### Power grid, run 1

(6 px per µm) Pins as bars on the die edge.
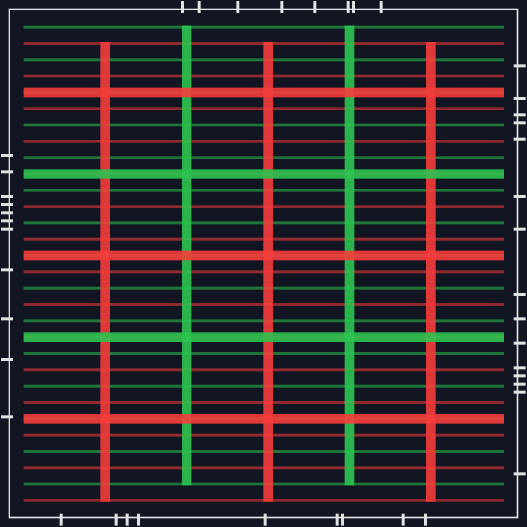
### Metal layers overlaid, run 1

(6 px per µm) Only two layers are drawn.
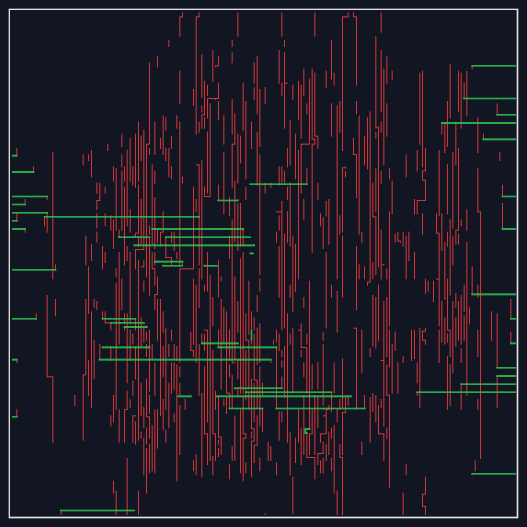
### Local utilization, run 1

(3 px per µm) The die is cut into 8 by 8 equal tiles; white is low, dark blue is high, 0 to 100% covered.
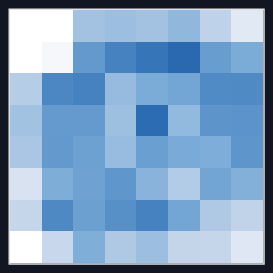
==> config.mk <==
export PLATFORM = sky130hd
export DESIGN_NAME = mod_m_counter_prog
export DESIGN_NICKNAME = d
export VERILOG_FILES = /design/src/rtl/mod_m_counter_prog.sv
export SDC_FILE = /design/constraint.sdc
export NUM_CORES = 1
export LEC_CHECK = 0
export ABC_CLOCK_PERIOD_IN_PS = 4750
export CAP_MARGIN = 40
export CORE_MARGIN = 2
export CORE_UTILIZATION = 37
export CTS_BUF_LIST = sky130_fd_sc_hd__clkbuf_4
export CTS_CLUSTER_SIZE = 12
export DETAILED_ROUTE_END_ITERATION = 8
export PLACE_DENSITY_LB_ADDON = 0.1
export SYNTH_ARGS = -nofsm -noshare
export SYNTH_HDL_FRONTEND = slang
export SYNTH_SLANG_ARGS = --single-unit
==> constraint.sdc <==
create_clock -name clk -period 4.75 [get_ports clk]
set_input_delay 0.475 -clock clk [delete_from_list [all_inputs] [get_ports clk]]
set_output_delay 0.475 -clock clk [all_outputs]
set_load 0.1 [all_outputs]
==> results_dict.tcl, run 1 <==
# collected from the flow reports
set metrics [dict create \
    outcome "finished clean" \
    clock_skew_ns 0.0174 \
    fmax_ghz 0.291 \
    max_cap_violations 0 \
    grt_start_max_net_pins 26 \
    slew_headroom 0.442 \
    warning_count 29 \
    ys_chip_area_mm2 0.00239 \
    synth.top_cell.area_share 0.240 \
    htree_levels 1 \
    syn_area_mm2 0.00239 \
    postSynthSeqShare 0.262 \
    area_leaders "dfrtp_1 24%, ha_1 7.3%, mux2i_1 6.3%, xnor2_1 4.8%, mux2_2 4.7%" \
    nets 368 \
    avgSynthCellArea_um2 8.61 \
    cts_buffers 3 \
    period_needed_ns 3.44 \
    clkSlewWorstSetupHoldPaths_ns 0.16 \
    ys_cells 278 \
    mux_area_frac 0.116 \
    critPathKind "register to primary output" \
    setup_violations 0 \
    cp_cell_sequence "inv_1 -> ha_1 -> or3_1 -> a311oi_2 -> nand3_2 -> inv_1 -> clkdlybuf4s50_1 -> buf_8" \
    cts.path.max_buffers 2 \
    ys_types 56 \
    remaining_drc_errors 0 \
    num_rows 29 \
    cts.sinks 25 \
    holdBufCountCts 0 \
    path_common_cell "inv_1" \
    ys_top_cells_by_count "23 x dfrtp_1, 22 x nand2_1, 17 x inv_1, 17 x nor2_1" \
    xor_share 0.0695 \
    cts_repair_resize_count 0 \
    ant_nets 0 \
    place_congestion 0.924 \
    cp_data_required_time_ns 4.28 \
    pin_count 43 \
]
Back to the opening pictures, 'Power grid':
[green] VDD
[red] VSS
met1 rails: 30
signal pins: 43
die width: 84.5 µm
VDD IR max: 0.231 mV
die y size: 84.5 µm
Core ar.: 0.00631 mm²

Back to the opening pictures, 'Metal layers overlaid':
[green] metal 3 | wire length: 371 µm
[red] metal 2 | wire length: 3340 µm
WL per Instance: 17.4 µm
gr usage total: 0.207

Back to the opening pictures, 'Local utilization':
emptiest ninth of the die: upper left
mean over tiles: 43%
tiles over 75% full: 3.1%
nearly empty tiles: 6.2%
fullest tile: 77%
FP Core Util: 0.379
Util after Layout: 0.505

[run 1: routing by layer]
layer,up-vias,share of wire,track usage
met1,1135,0.46,0.288
met2,73,0.47,0.338
met4,0,0.014,0.0462
li1,1130,-,-
met5,-,0,0
met3,9,0.052,0.0334
[run 1: cells in the final DEF (no fill, tap or decap), types with 10 or more instances in the layout]
cell type	synthesis	layout
xnor2_1	13	13
nand3_1	11	11
clkdlybuf4s50_1	0	41
buf_8	0	17
mux2i_1	15	15
mux2_2	10	10
nor2_1	17	17
nor3_1	15	15
nand2_1	22	22
inv_1	17	17
dfrtp_1	23	23
ha_1	14	14
[run 1: stage by stage]
step | setup WS [ns] | std cells | power [mW] | hold WS, ns
3_5_place_dp | 1.38 | 403 | 1.18 | 0.506
6_report | 1.31 | 407 | 1.28 | 0.478
5_1_grt | 0.851 | 407 | 1.36 | 0.496
4_1_cts | 1.29 | 407 | 1.29 | 0.483
2_1_floorplan | 0.527 | 278 | 0.883 | 0.179
3_3_place_gp | 1.36 | 384 | 1.06 | 0.492
[run 1: logic make-up (layout without fill, tap and decap cells)]
logic type,Yosys count,after routing
simple gates,98,98
flops,25,25
fa+ha+maj,14,14
compound gates,62,62
xor+xnor,19,19
buf+inv,34,86
mux,26,26
[run 1: power by group]
part	internal (mW)	switching (mW)	total, mW
Clock	0.0324	0.0744	0.107
Combinational	0.331	0.512	0.843
Sequential	0.250	0.0815	0.331
[run 1: cell type report]
class / instances / area, µm²
fillers: 598 / 3130
flip-flops and latches: 25 / 628
multi-input cells: 219 / 1620
clock buffers: 3 / 22.5
repair buffers: 64 / 751
well taps: 77 / 96.3
clock inverters: 1 / 7.51
inverters: 18 / 67.6
==> inputs of run 2 (changes only) <==
--- a/config.mk
+++ b/config.mk
@@ -5,7 +5,7 @@
 export SDC_FILE = /design/constraint.sdc
 export NUM_CORES = 1
 export LEC_CHECK = 0
-export ABC_CLOCK_PERIOD_IN_PS = 4750
+export ABC_CLOCK_PERIOD_IN_PS = 2980
 export CAP_MARGIN = 40
 export CORE_MARGIN = 2
 export CORE_UTILIZATION = 37
==> constraint.sdc (replaced) <==
create_clock -name clk -period 2.98 [get_ports clk]
set_input_delay 0.298 -clock clk [delete_from_list [all_inputs] [get_ports clk]]
set_output_delay 0.298 -clock clk [all_outputs]
set_load 0.1 [all_outputs]
### Local utilization, run 2

(3 px per µm) The die is cut into 8 by 8 equal tiles; white is low, dark blue is high, 0 to 100% covered.
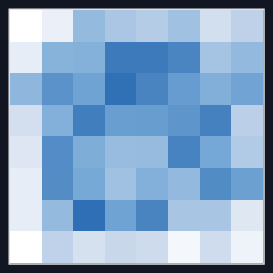
Util after Layout: 0.477

### Metal layers overlaid, run 2

(6 px per µm) Only two layers are drawn.
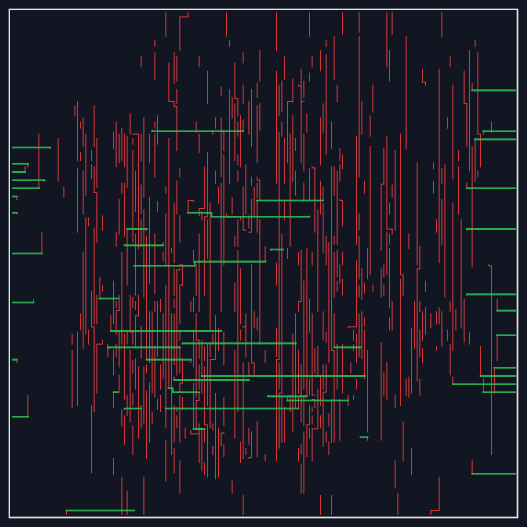
WL per Instance: 17.7 µm
Vias: 2291
final WL: 7110 µm
gr usage total: 0.205

==> results_dict.tcl, run 2 <==
# collected from the flow reports
set metrics [dict create \
    outcome "finished clean" \
    pin_count 43 \
    coreArea_mm2 0.00631 \
    pre_cts_ws_ns 0.166 \
    grt_start_max_net_pins 18 \
    timing.final.ws_setup_ns 0.128 \
    register_area_um2 638 \
    clkSlewWorstSetupHoldPaths_ns 0.16 \
    fin_cells 401 \
    fmax_ghz 0.351 \
    htree_levels 1 \
    ys_top_cells_by_count "23 x dfrtp_1, 22 x nand2_1, 17 x inv_1, 17 x nor2_1" \
    period_needed_ns 2.85 \
    warning_count 31 \
    cp_data_required_time_ns 2.68 \
    ys_chip_area_mm2 0.00239 \
    ys_cells 278 \
    avgSynthCellArea_um2 8.61 \
    dp.cells 397 \
    postSynthSeqShare 0.262 \
    cts.sinks 25 \
    cts_buffers 3 \
    setup_violations 0 \
    holdBufCountCts 0 \
    ys_types 56 \
    nets 362 \
    met2_usage 0.325 \
    ant_nets 0 \
    synth.top_cell.area_share 0.240 \
    ir_worst_vdd_mv 0.296 \
    clock_skew_ns 0.00817 \
    n_fill_cell 646 \
    mostFrequentLayoutCell "buf_4" \
    die_x_um 84.5 \
    grt_use_met3 0.0295 \
    grt_util_met1 0.297 \
    cts.path.max_buffers 2 \
    layout_top_cells "32 x buf_4, 22 x nand2_1, 22 x clkdlybuf4s50_1" \
]
-- run 2: layer usage --
metal / routed length (µm) / share of wire / vias to the layer above
met2: 3200 / 0.45 / 68
met3: 361 / 0.051 / 8
li1: - / - / 1116
met5: 0 / 0 / -
met4: 76 / 0.011 / 0
met1: 3480 / 0.49 / 1099
-- run 2: area by class of cell --
class,count,area share
clock inverter,1,0.00249
multi-input combinational,219,0.545
clock buffer,3,0.00747
inverter,18,0.0245
timing repair buffer,58,0.176
tap,77,0.0320
sequential,25,0.212
-- run 2: kinds of logic (layout without fill, tap and decap cells) --
family,Yosys count,after routing,synth area share
flops,25,25,0.262
simple gates,98,98,0.212
compound gates,62,62,0.204
xor+xnor,19,19,0.0695
mux,26,26,0.116
buf+inv,34,80,0.0632
fa+ha+maj,14,14,0.0731
-- run 2: worst max-delay path: stages, from the launching register on --
cell and delay [ns]:
dfstp_2 0.61, inv_1 0.07, ha_1 0.23, or3_1 0.39, a311oi_2 0.31, nand3_2 0.22
o22ai_4 0.18, buf_12 0.20
-- run 2: where the power goes --
| group | internal, mW | switching, mW |
|---|---|---|
| combinational | 0.422 | 0.814 |
| clock | 0.0515 | 0.119 |
| sequential | 0.402 | 0.126 |
| total | 0.876 | 1.06 |
-- run 2: repair_timing --
item                                   in CTS  in global routing
buffers inserted                            0                  0
resized                                     0                  1
setup endpoints to repair                   0                  2
endpoints found under the hold margin       0                  0
Power figures rest on the tool's default switching activity, not on a simulated workload.
